### Clock network drawn from the DEF, run 1

Scale: 3 px per um.
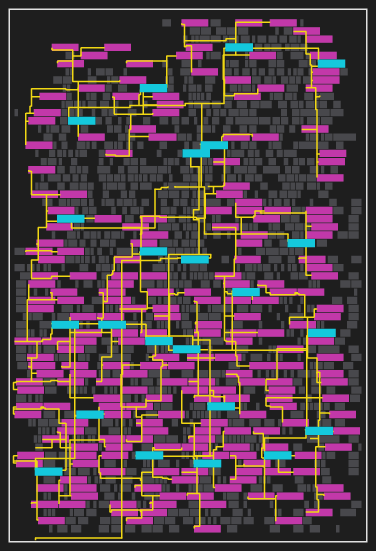
### Cells coloured by class, run 1

Scale: 2 px per um. Fill, decap, tap and diode cells in grey.
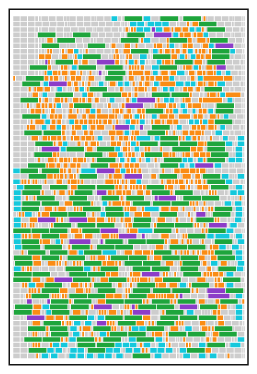
### Placement density heat map, run 1

Scale: 1.5 px per um. The die is cut into 12 by 18 equal tiles; black is low, pale yellow is high, 0 to 100% covered.
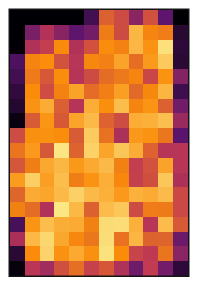
## config.mk

```make
export PLATFORM = sky130hd
export DESIGN_NAME = bme280_poller
export DESIGN_NICKNAME = d
export VERILOG_FILES = /design/src/rtl/bme280_pkg.sv /design/src/rtl/i2c_txn_issuer.sv /design/src/rtl/bme280_poller.sv
export SDC_FILE = /design/constraint.sdc
export NUM_CORES = 1
export LEC_CHECK = 0
export CORE_ASPECT_RATIO = 1.5
export CORE_UTILIZATION = 51
export DETAILED_ROUTE_END_ITERATION = 16
export PLACE_DENSITY = 0.73
export SYNTH_ARGS = -nofsm -noshare
export SYNTH_HDL_FRONTEND = slang
export SYNTH_SLANG_ARGS = --single-unit
```

## constraint.sdc

```tcl
create_clock -name clk -period 2.3 [get_ports clk]
set_clock_uncertainty 0.15 [all_clocks]
set_input_delay 0.23 -clock clk [delete_from_list [all_inputs] [get_ports clk]]
set_output_delay 0.23 -clock clk [all_outputs]
set_load 0.02 [all_outputs]
```

## src/rtl/bme280_pkg.sv

```systemverilog
// BME280 register map, soft-reset key and sequencer state encoding.
// Shared by the poller FSM and its transaction issuer.
package bme280_pkg;

    localparam logic [7:0] REG_ID         = 8'hD0;
    localparam logic [7:0] REG_RESET      = 8'hE0;
    localparam logic [7:0] REG_CTRL_HUM   = 8'hF2;
    localparam logic [7:0] REG_CTRL_MEAS  = 8'hF4;
    localparam logic [7:0] REG_CONFIG     = 8'hF5;
    localparam logic [7:0] REG_PRESS_MSB  = 8'hF7;
    localparam logic [7:0] REG_PRESS_LSB  = 8'hF8;
    localparam logic [7:0] REG_PRESS_XLSB = 8'hF9;
    localparam logic [7:0] REG_TEMP_MSB   = 8'hFA;
    localparam logic [7:0] REG_TEMP_LSB   = 8'hFB;
    localparam logic [7:0] REG_TEMP_XLSB  = 8'hFC;
    localparam logic [7:0] REG_HUM_MSB    = 8'hFD;
    localparam logic [7:0] REG_HUM_LSB    = 8'hFE;

    localparam logic [7:0] SOFT_RESET_VAL = 8'hB6;
    localparam int         N_CFG          = 3;

    typedef enum logic [2:0] {
        S_IDLE,
        S_RST_WR,
        S_RST_DLY,
        S_CFG,
        S_WAIT_PER,
        S_RD,
        S_PUB,
        S_ERR
    } state_t;

    // ctrl_hum only latches on a later ctrl_meas write, so it goes first
    function automatic logic [7:0] cfg_reg(input logic [3:0] idx);
        case (idx)
            4'd0:    return REG_CTRL_HUM;
            4'd1:    return REG_CTRL_MEAS;
            default: return REG_CONFIG;
        endcase
    endfunction

endpackage

```

## src/rtl/i2c_txn_issuer.sv

```systemverilog
// Single-transaction front end for i2c_master: registers the command,
// holds m_en until m_done, and flags NACK or timeout.
module i2c_txn_issuer
    import bme280_pkg::*;
#(
    parameter logic [6:0] SLAVE_ADDRESS = 7'h76,
    parameter int         TIMEOUT       = 65535
) (
    input  logic       clk,
    input  logic       rst,
    input  logic       i_start,
    input  logic       i_rw,
    input  logic [7:0] i_reg,
    input  logic [7:0] i_data,
    output logic [6:0] m_slave_address,
    output logic       m_read_write,
    output logic [7:0] m_register_address,
    output logic [7:0] m_data,
    output logic       m_en,
    input  logic       m_done,
    input  logic       m_nack,
    input  logic [7:0] m_rdata,
    output logic       o_ok,
    output logic       o_err,
    output logic [7:0] o_rdata
);

    localparam logic [31:0] TMO_LAST = 32'(TIMEOUT - 1);

    logic [6:0]  r_addr;
    logic        r_rw;
    logic [7:0]  r_reg;
    logic [7:0]  r_data;
    logic        r_en;
    logic [31:0] r_tmo;
    logic        w_expire;

    // a done pulse on the expiry cycle still counts as success
    assign w_expire = r_en & ~m_done & (r_tmo == TMO_LAST);
    assign o_ok     = r_en & m_done & ~m_nack;
    assign o_err    = r_en & ((m_done & m_nack) | w_expire);
    assign o_rdata  = m_rdata;

    assign m_slave_address    = r_addr;
    assign m_read_write       = r_rw;
    assign m_register_address = r_reg;
    assign m_data             = r_data;
    assign m_en               = r_en;

    always_ff @(posedge clk or negedge rst) begin
        if (!rst) begin
            r_addr <= '0;
            r_rw   <= 1'b0;
            r_reg  <= '0;
            r_data <= '0;
            r_en   <= 1'b0;
            r_tmo  <= '0;
        end else if (!r_en) begin
            if (i_start) begin
                r_addr <= SLAVE_ADDRESS;
                r_rw   <= i_rw;
                r_reg  <= i_reg;
                r_data <= i_data;
                r_en   <= 1'b1;
                r_tmo  <= '0;
            end
        end else if (m_done || w_expire) begin
            r_en <= 1'b0;
        end else begin
            r_tmo <= r_tmo + 32'd1;
        end
    end

endmodule

```

## src/rtl/bme280_poller.sv

```systemverilog
// BME280 sequencer: soft reset, config writes, then periodic burst reads
// published as coherent frames.
module bme280_poller
    import bme280_pkg::*;
#(
    parameter logic [6:0] SLAVE_ADDRESS = 7'h76,
    parameter int         N_READ        = 8,
    parameter logic [7:0] BASE_REG      = REG_PRESS_MSB,
    parameter logic [7:0] CTRL_HUM      = 8'h01,
    parameter logic [7:0] CTRL_MEAS     = 8'h27,
    parameter logic [7:0] CONFIG        = 8'h00,
    parameter int         RST_WAIT      = 20000,
    parameter int         POLL_PERIOD   = 1000000,
    parameter int         TIMEOUT       = 65535
) (
    input  logic                  clk,
    input  logic                  rst,
    input  logic                  en,
    output logic [6:0]            m_slave_address,
    output logic                  m_read_write,
    output logic [7:0]            m_register_address,
    output logic [7:0]            m_data,
    output logic                  m_en,
    input  logic                  m_done,
    input  logic                  m_nack,
    input  logic [7:0]            m_rdata,
    output logic [8*N_READ-1:0]   frame_data,
    output logic                  frame_valid,
    output logic [15:0]           frame_count,
    output logic                  busy,
    output logic                  err
);

    localparam logic [31:0] RST_LAST = 32'(RST_WAIT - 1);
    localparam logic [31:0] PER_LAST = 32'(POLL_PERIOD - 1);
    localparam logic [3:0]  CFG_LAST = 4'(N_CFG - 1);
    localparam logic [3:0]  RD_LAST  = 4'(N_READ - 1);

    state_t              r_state, w_state_n;
    logic [3:0]          r_idx, w_idx_n;
    logic [31:0]         r_cnt;
    logic                w_cnt_clr;
    logic                w_txn;
    logic                w_start;
    logic                w_rw;
    logic [7:0]          w_reg;
    logic [7:0]          w_data;
    logic                w_ok;
    logic                w_err;
    logic [7:0]          w_rdata;
    logic [8*N_READ-1:0] r_shadow;
    logic [8*N_READ-1:0] r_frame_data;
    logic                r_frame_valid;
    logic [15:0]         r_frame_count;
    logic                r_err;

    i2c_txn_issuer #(
        .SLAVE_ADDRESS (SLAVE_ADDRESS),
        .TIMEOUT       (TIMEOUT)
    ) u_issuer (
        .clk                (clk),
        .rst                (rst),
        .i_start            (w_start),
        .i_rw               (w_rw),
        .i_reg              (w_reg),
        .i_data             (w_data),
        .m_slave_address    (m_slave_address),
        .m_read_write       (m_read_write),
        .m_register_address (m_register_address),
        .m_data             (m_data),
        .m_en               (m_en),
        .m_done             (m_done),
        .m_nack             (m_nack),
        .m_rdata            (m_rdata),
        .o_ok               (w_ok),
        .o_err              (w_err),
        .o_rdata            (w_rdata)
    );

    always_comb begin
        w_state_n = r_state;
        w_idx_n   = r_idx;
        w_cnt_clr = 1'b0;
        w_txn     = 1'b0;
        w_start   = 1'b0;
        w_rw      = 1'b0;
        w_reg     = 8'h00;
        w_data    = 8'h00;
        unique case (r_state)
            S_IDLE: begin
                if (en) begin
                    w_state_n = S_RST_WR;
                    w_idx_n   = '0;
                end
            end
            S_RST_WR: begin
                w_txn  = 1'b1;
                w_reg  = REG_RESET;
                w_data = SOFT_RESET_VAL;
            end
            S_RST_DLY: begin
                if (!en) begin
                    w_state_n = S_IDLE;
                end else if (r_cnt >= RST_LAST) begin
                    w_state_n = S_CFG;
                    w_idx_n   = '0;
                end
            end
            S_CFG: begin
                w_txn  = 1'b1;
                w_reg  = cfg_reg(r_idx);
                w_data = (r_idx == 4'd0) ? CTRL_HUM :
                         (r_idx == 4'd1) ? CTRL_MEAS : CONFIG;
            end
            S_WAIT_PER: begin
                if (!en) begin
                    w_state_n = S_IDLE;
                end else if (r_cnt >= PER_LAST) begin
                    w_state_n = S_RD;
                    w_idx_n   = '0;
                    w_cnt_clr = 1'b1;
                end
            end
            S_RD: begin
                w_txn = 1'b1;
                w_rw  = 1'b1;
                w_reg = BASE_REG + {4'h0, r_idx};
            end
            S_PUB: w_state_n = S_WAIT_PER;
            S_ERR: begin
                if (!en) w_state_n = S_IDLE;
            end
            default: w_state_n = S_IDLE;
        endcase
        // a bus transaction in flight is never abandoned; en is honoured after it
        if (w_txn) begin
            if (w_err) begin
                w_state_n = S_ERR;
            end else if (w_ok && !en) begin
                w_state_n = S_IDLE;
            end else if (w_ok) begin
                unique case (r_state)
                    S_RST_WR: begin
                        w_state_n = S_RST_DLY;
                        w_cnt_clr = 1'b1;
                    end
                    S_CFG: begin
                        if (r_idx == CFG_LAST) begin
                            w_state_n = S_RD;
                            w_idx_n   = '0;
                            w_cnt_clr = 1'b1;
                        end else begin
                            w_idx_n = r_idx + 4'd1;
                        end
                    end
                    S_RD: begin
                        if (r_idx == RD_LAST) w_state_n = S_PUB;
                        else w_idx_n = r_idx + 4'd1;
                    end
                    default: w_state_n = r_state;
                endcase
            end else if (!m_en) begin
                if (!en) w_state_n = S_IDLE;
                else w_start = 1'b1;
            end
        end
    end

    always_ff @(posedge clk or negedge rst) begin
        if (!rst) begin
            r_state <= S_IDLE;
            r_idx   <= '0;
            r_cnt   <= '0;
        end else begin
            r_state <= w_state_n;
            r_idx   <= w_idx_n;
            if (w_cnt_clr) r_cnt <= '0;
            else if (r_cnt != '1) r_cnt <= r_cnt + 32'd1;
        end
    end

    always_ff @(posedge clk or negedge rst) begin
        if (!rst) begin
            r_shadow      <= '0;
            r_frame_data  <= '0;
            r_frame_valid <= 1'b0;
            r_frame_count <= '0;
            r_err         <= 1'b0;
        end else begin
            r_frame_valid <= (r_state == S_PUB);
            if (r_state == S_PUB) begin
                r_frame_data  <= r_shadow;
                r_frame_count <= r_frame_count + 16'd1;
            end
            if (w_ok && r_state == S_RD) begin
                for (int i = 0; i < N_READ; i++) begin
                    if (r_idx == 4'(i)) r_shadow[8*i +: 8] <= w_rdata;
                end
            end
            if (w_state_n == S_IDLE) r_err <= 1'b0;
            else if (w_err) r_err <= 1'b1;
        end
    end

    assign frame_data  = r_frame_data;
    assign frame_valid = r_frame_valid;
    assign frame_count = r_frame_count;
    assign busy        = (r_state != S_IDLE);
    assign err         = r_err;

endmodule
```

==> flow_metrics.tcl, run 1 <==
# place-and-route summary
set metrics [dict create \
    num-fill-cells 1562 \
    yosys_area_mm2 0.0104 \
    clk_pin_slew_ps 60 \
    ys_cells 1030 \
    core_mm2 0.0199 \
    cts_hold_buf 1 \
    status "completed" \
    power.total_w 0.0123 \
    crit_required_ps 2560 \
    grt_pass1_wl_um 40100 \
    diodes 0 \
    r2r_slack_ps 30 \
    netlist_top_cells_area "dfrtp_1 (55%), nand2_1 (9.1%), mux2_2 (6.7%)" \
    crit_path_end "u_issuer.r_tmo[27]" \
    vdd_drop_max_mv 0.614 \
    cts_tree "yes" \
    io_buffers 116 \
    place_hpwl_um 16900 \
    dpl_cell_area_mm2 0.0125 \
    post_cts_buffers 0 \
    crit_chain "inv_1 > ha_1 > nand4_1 > buf_4 > o31ai_4 > buf_6 > a2111oi_0 > xnor2_1 > nor2_1" \
    drv_slew 0 \
    die_h_um 177 \
    period_needed_ps 2270 \
    viasPerCell 5.39 \
    rsz0062_at_grt "yes" \
    grt_antenna_before_repair 0 \
    die_w_um 119 \
    fin_crit_sh_pct 98.9 \
    grt_overflow 0 \
    totalWireLength_um 24400 \
    crit_fanout 5 \
    yosysWarnings 0 \
    crit_path_top_delay_cell "a2111oi_0" \
    cts_max_path_buffers 3 \
    grt_max_degree 68 \
    hp-class "in2async" \
    worstPathArrival_ps 2530 \
    dr_total_vias 8066 \
    slew_headroom_pct 51.7 \
    drc 0 \
    setup_ws_ps 25.9 \
    slowest_delay_ps 530 \
    netlist_top_cells_count "nand2_1 (252), dfrtp_1 (229), nor2_1 (93)" \
    path_class "reg2reg" \
    synthToLayoutAreaGrowth_pct 28.5 \
    syn_inst 1030 \
    drt_first_pass_iters 5 \
    fp.dieArea_mm2 0.0210 \
    preCtsSetupSlack_ps -242 \
    grt_pass1_vias 8071 \
    r2r-end "u_issuer.r_tmo[27]" \
    dp_cells 1450 \
    flop_cell "dfrtp_1" \
    drt-initial-drc-count 402 \
    max_freq_mhz 440 \
    setup_tns_ps 0 \
    cp_num_buf_inv 3 \
    io_pins 121 \
    setup_viol 0 \
    clkSinkCount 229 \
    final_cells 1497 \
    avgSynthCellArea_um2 10.1 \
    synth_top_area_share_pct 55.0 \
    critPathLaunchType "register" \
    fp_util_pct 52.4 \
    async_flop_share_pct 100 \
    cp-end-kind "register" \
    cts-root-buf "clkbuf_16" \
    drv_cap 0 \
    tool_warnings 33 \
    gp_congestion 0.882 \
    register_area_mm2 0.00573 \
    final_net_count 1243 \
    drive_gt1_share_pct 19.2 \
    cp-startpoint "u_issuer.r_tmo[0]" \
    logic_area_mm2 0.00446 \
    hold_viol 0 \
    synth_flops 229 \
]
About 'Clock network drawn from the DEF':
clock wires -> yellow  # length 2680 um
cells driving clock nets -> cyan  # count 23
flip-flops -> magenta  # count 229
flops lie = spread over the die
routed clock nets = 24

About 'Cells coloured by class':
all other logic -> orange  # cells 747, share of their area 35%
flip-flops -> green  # cells 229, share of their area 44%
clock drivers and dummy loads -> purple  # cells 41, share of their area 5.9%
other buffers and delay cells -> cyan  # cells 220, share of their area 16%
cell area after layout: 0.0134 mm2
std cell rows: 63

About 'Placement density heat map':
fullest tile = 95%
mean over tiles = 62%
nearly empty tiles = 4.2%
tiles over 75% full = 39%
emptiest ninth of the die = upper left

[run 1: report_power, final]
part	switching (W)	total (W)	leakage (nW)	internal, W
logic	0.00183	0.00337	2.77	0.00154
clock network	0.00156	0.00377	0.384	0.00220
registers	0.000555	0.00515	3.13	0.00460
[run 1: sequential cells by signal (all words and copies together) (netlist names)]
register	cells
err	1
frame_count	16
frame_data	64
frame_valid	1
r_cnt	32
r_idx	4
r_shadow	64
r_state	3
u_issuer.m_data	3
u_issuer.m_en	1
u_issuer.m_read_write	1
u_issuer.m_register_address	6
u_issuer.m_slave_address	1
u_issuer.r_tmo	32
[run 1: logic make-up after synthesis]
| kind of cell | synth area share (%) |
|---|---|
| DFF | 55.0 |
| buffers and inverters | 3.29 |
| AOI/OAI and AO/OA | 5.92 |
| and+or+nand+nor | 21.0 |
| xor gates and xnor gates | 6.64 |
| other | 0.0360 |
| muxes | 7.02 |
| adders and majority gates | 1.08 |
[run 1: layout make-up]
cell class	instances	area share, %
clock buffer	29	4.77
clock inverter	12	0.954
inverter	18	0.505
multi-input combinational	729	33.3
sequential	229	42.8
tap	260	2.43
timing repair buffer	220	15.2
[run 1: placed cells by master (no fill, tap or decap), drive strengths merged, types with 17 or more instances in the layout]
master | netlist | routed
nor2 | 93 | 93
xor2 | 23 | 23
nand4 | 35 | 35
inv | 17 | 19
dfrtp | 229 | 229
nand2 | 252 | 252
buf | 23 | 104
nand3 | 35 | 35
clkbuf | 34 | 29
clkdlybuf4s50 | 0 | 114
a211oi | 18 | 18
xnor2 | 56 | 56
o21ai | 17 | 17
mux2 | 64 | 64
[run 1: metal layers]
layer	vias to the layer above	share of wire, %	global-route usage, %	routed length (um)
met5	-	0	0	0
met4	0	3.2	9.65	787
met3	60	3.2	2.55	777
met2	170	52	42.2	12600
met1	3966	42	29.2	10200
li1	3870	-	-	-
--- run 2 (diff from run 1) ---
--- a/config.mk
+++ b/config.mk
@@ -5,6 +5,7 @@
 export SDC_FILE = /design/constraint.sdc
 export NUM_CORES = 1
 export LEC_CHECK = 0
+export CAP_MARGIN = 20
 export CORE_ASPECT_RATIO = 1.5
 export CORE_UTILIZATION = 51
 export DETAILED_ROUTE_END_ITERATION = 16
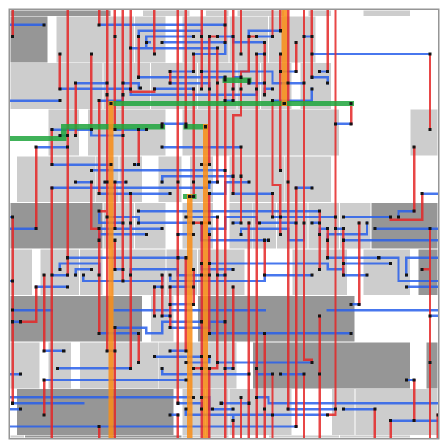
*A small window of the routed layout, run 2*
Window x 47 to 72, y 76 to 101 um. Cells in grey, sequential cells in the stronger grey; small squares are vias.
met2 -> red
met4 -> orange
met1 -> blue
met3 -> green
most frequent = inv_1 (5), dfrtp_1 (5)
netlist names of flops here include = r_idx (4), r_shadow (1)
sequential cells in the window = 5
cells with their middle in the window = 54

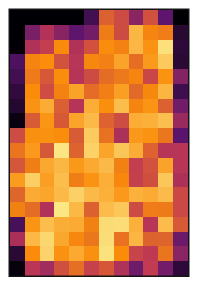
*Placement density heat map, run 2*
Scale: 1.5 px per um. The die is cut into 12 by 18 equal tiles; black is low, pale yellow is high, 0 to 100% covered.
FP Core Util: 52.4%
Final Core Density: 67.4%
Core ar.: 0.0199 mm2

==> run 2 against run 1 <==
  * Critical path depth unchanged
  * Synthesized cell count stayed put
  * Sequential share of layout area stayed put
  * Non-clock buffer count unchanged
  * Combinational power about the same
  * Clock power about the same
  * Routed wire length is the same
  * Fmax is the same
  * Register-to-register slack about the same
  * Critical endpoint unchanged
  * Die area stayed put
  * Via count unchanged
==> flow_metrics.tcl, run 2 <==
# place-and-route summary
set metrics [dict create \
    io_pins 121 \
    synth-xor-area-share_pct 6.64 \
    cts_max_path_buffers 3 \
    diodes 0 \
    fin_crit_sh_pct 98.9 \
    drt_first_pass_iters 5 \
    synth_flops 229 \
    synthToLayoutAreaGrowth_pct 28.5 \
    async_flop_share_pct 100 \
    r2r_slack_ps 30 \
    dp_cells 1450 \
    crit_chain "inv_1 > ha_1 > nand4_1 > buf_4 > o31ai_4 > buf_6 > a2111oi_0 > xnor2_1 > nor2_1" \
    crit_path_top_delay_cell "a2111oi_0" \
    io_buffers 116 \
    fp.dieArea_mm2 0.0210 \
    synthMuxAreaShare_pct 7.02 \
    max_freq_mhz 440 \
    tool_warnings 33 \
    hp-class "in2async" \
    die_w_um 119 \
    syn_inst 1030 \
    flop_cell "dfrtp_1" \
    dpl_cell_area_mm2 0.0125 \
    clk_pin_slew_ps 60 \
    grt_max_degree 68 \
    grt_overflow 0 \
    dr_total_vias 8066 \
    status "completed" \
    final_cells 1497 \
    netlist_top_cells_count "nand2_1 (252), dfrtp_1 (229), nor2_1 (93)" \
    final_net_count 1243 \
    synth_top_area_share_pct 55.0 \
    r2r-end "u_issuer.r_tmo[27]" \
    crit_path_end "u_issuer.r_tmo[27]" \
    viasPerCell 5.39 \
    final_common_cell "nand2_1" \
    die_h_um 177 \
    worstPathArrival_ps 2530 \
    ys_sh_adder_pct 1.08 \
    setup_tns_ps 0 \
    yosysWarnings 0 \
    core.rowCount 63 \
    setup_viol 0 \
    drc 0 \
    simple_gate_share_pct 21.0 \
    vdd_drop_max_mv 0.614 \
    grt_pass1_vias 8071 \
    slowest_delay_ps 530 \
    drt-initial-drc-count 402 \
    synthTopLogicFamily "simple AND/OR/NAND/NOR gates" \
    crit_required_ps 2560 \
    netlist_top_cells_area "dfrtp_1 (55%), nand2_1 (9.1%), mux2_2 (6.7%)" \
    drive_gt1_share_pct 19.2 \
    wl_met1_um 10200 \
    rsz0062_at_grt "yes" \
    critPathLaunchType "register" \
    cts_tree "yes" \
    design_area_mm2 0.0134 \
    met2WireLength_um 12600 \
    cp_num_buf_inv 3 \
    grt_pass1_wl_um 40100 \
    totalWireLength_um 24400 \
    clkSinkCount 229 \
    grt_antenna_before_repair 0 \
    slew_headroom_pct 51.7 \
    drv_cap 0 \
    cp-startpoint "u_issuer.r_tmo[0]" \
    yosys_area_mm2 0.0104 \
    aoi_share_pct 5.92 \
    lay_top_cells "nand2_1 (247), dfrtp_1 (227), clkdlybuf4s50_1 (114)" \
    gp_congestion 0.882 \
    hold_viol 0 \
    period_needed_ps 2270 \
    cp-end-kind "register" \
    place_hpwl_um 16900 \
    drv_slew 0 \
    num-fill-cells 1562 \
    crit_fanout 5 \
    tightest_slew_ps 724 \
    path_class "reg2reg" \
]
run 2: cell counts after synthesis:
Identical to the previous run, type by type.
run 2: per-stage QoR:
stage          utilization [%]  worst slack [ps]  hold slack (ps)  total power (W)
2_1_floorplan                -              57.0             -216          0.00696
3_3_place_gp              62.7              -195             46.9          0.00841
3_5_place_dp              62.7              -242             51.5          0.00848
4_1_cts                   66.6             -39.5             91.2           0.0123
5_1_grt                   67.4              -106              127           0.0129
6_report                  67.4              25.9             77.9           0.0123
run 2: area by class of cell:
class | count | area (um2) | area share, %
sequential | 229 | 5730 | 42.8
clock inverter | 12 | 128 | 0.954
multi-input combinational | 729 | 4460 | 33.3
inverter | 18 | 67.6 | 0.505
tap | 260 | 325 | 2.43
timing repair buffer | 220 | 2030 | 15.2
clock buffer | 29 | 638 | 4.77
run 2: where the power goes:
part	internal, W	total (W)	switching (W)	leakage, nW
logic	0.00154	0.00337	0.00183	2.77
clock network	0.00220	0.00377	0.00156	0.384
registers	0.00460	0.00515	0.000555	3.13
total	0.00834	0.0123	0.00395	6.28
run 2: what timing repair did:
item / in CTS / in global routing
gates cloned: 0 / 1
hold endpoints to repair: 201 / 0
hold buffers: 1 / 0
endpoints found under the setup margin: 28 / 98
gates resized: 3 / 26
buffers inserted: 0 / 4
pin swaps: 0 / 9
run 2: how the worst min path moves through the flow:
stage          from         endpoint  slack, ps  depth (start not counted)
2_1_floorplan   rst              err       -220                          0
6_report        rst   frame_count[8]         80                          2
3_3_place_gp    rst   frame_count[9]         50                          1
3_5_place_dp    rst  frame_count[10]         50                          1
4_1_cts         rst   frame_count[8]         90                          2
5_1_grt         rst   frame_data[21]        130                          2
run 2: metal layers:
layer	vias up	GRT usage [%]
met2	170	42.2
li1	3870	-
met3	60	2.55
met1	3966	29.2
met4	0	9.65
met5	-	0
Power figures rest on the tool's default switching activity, not on a simulated workload.
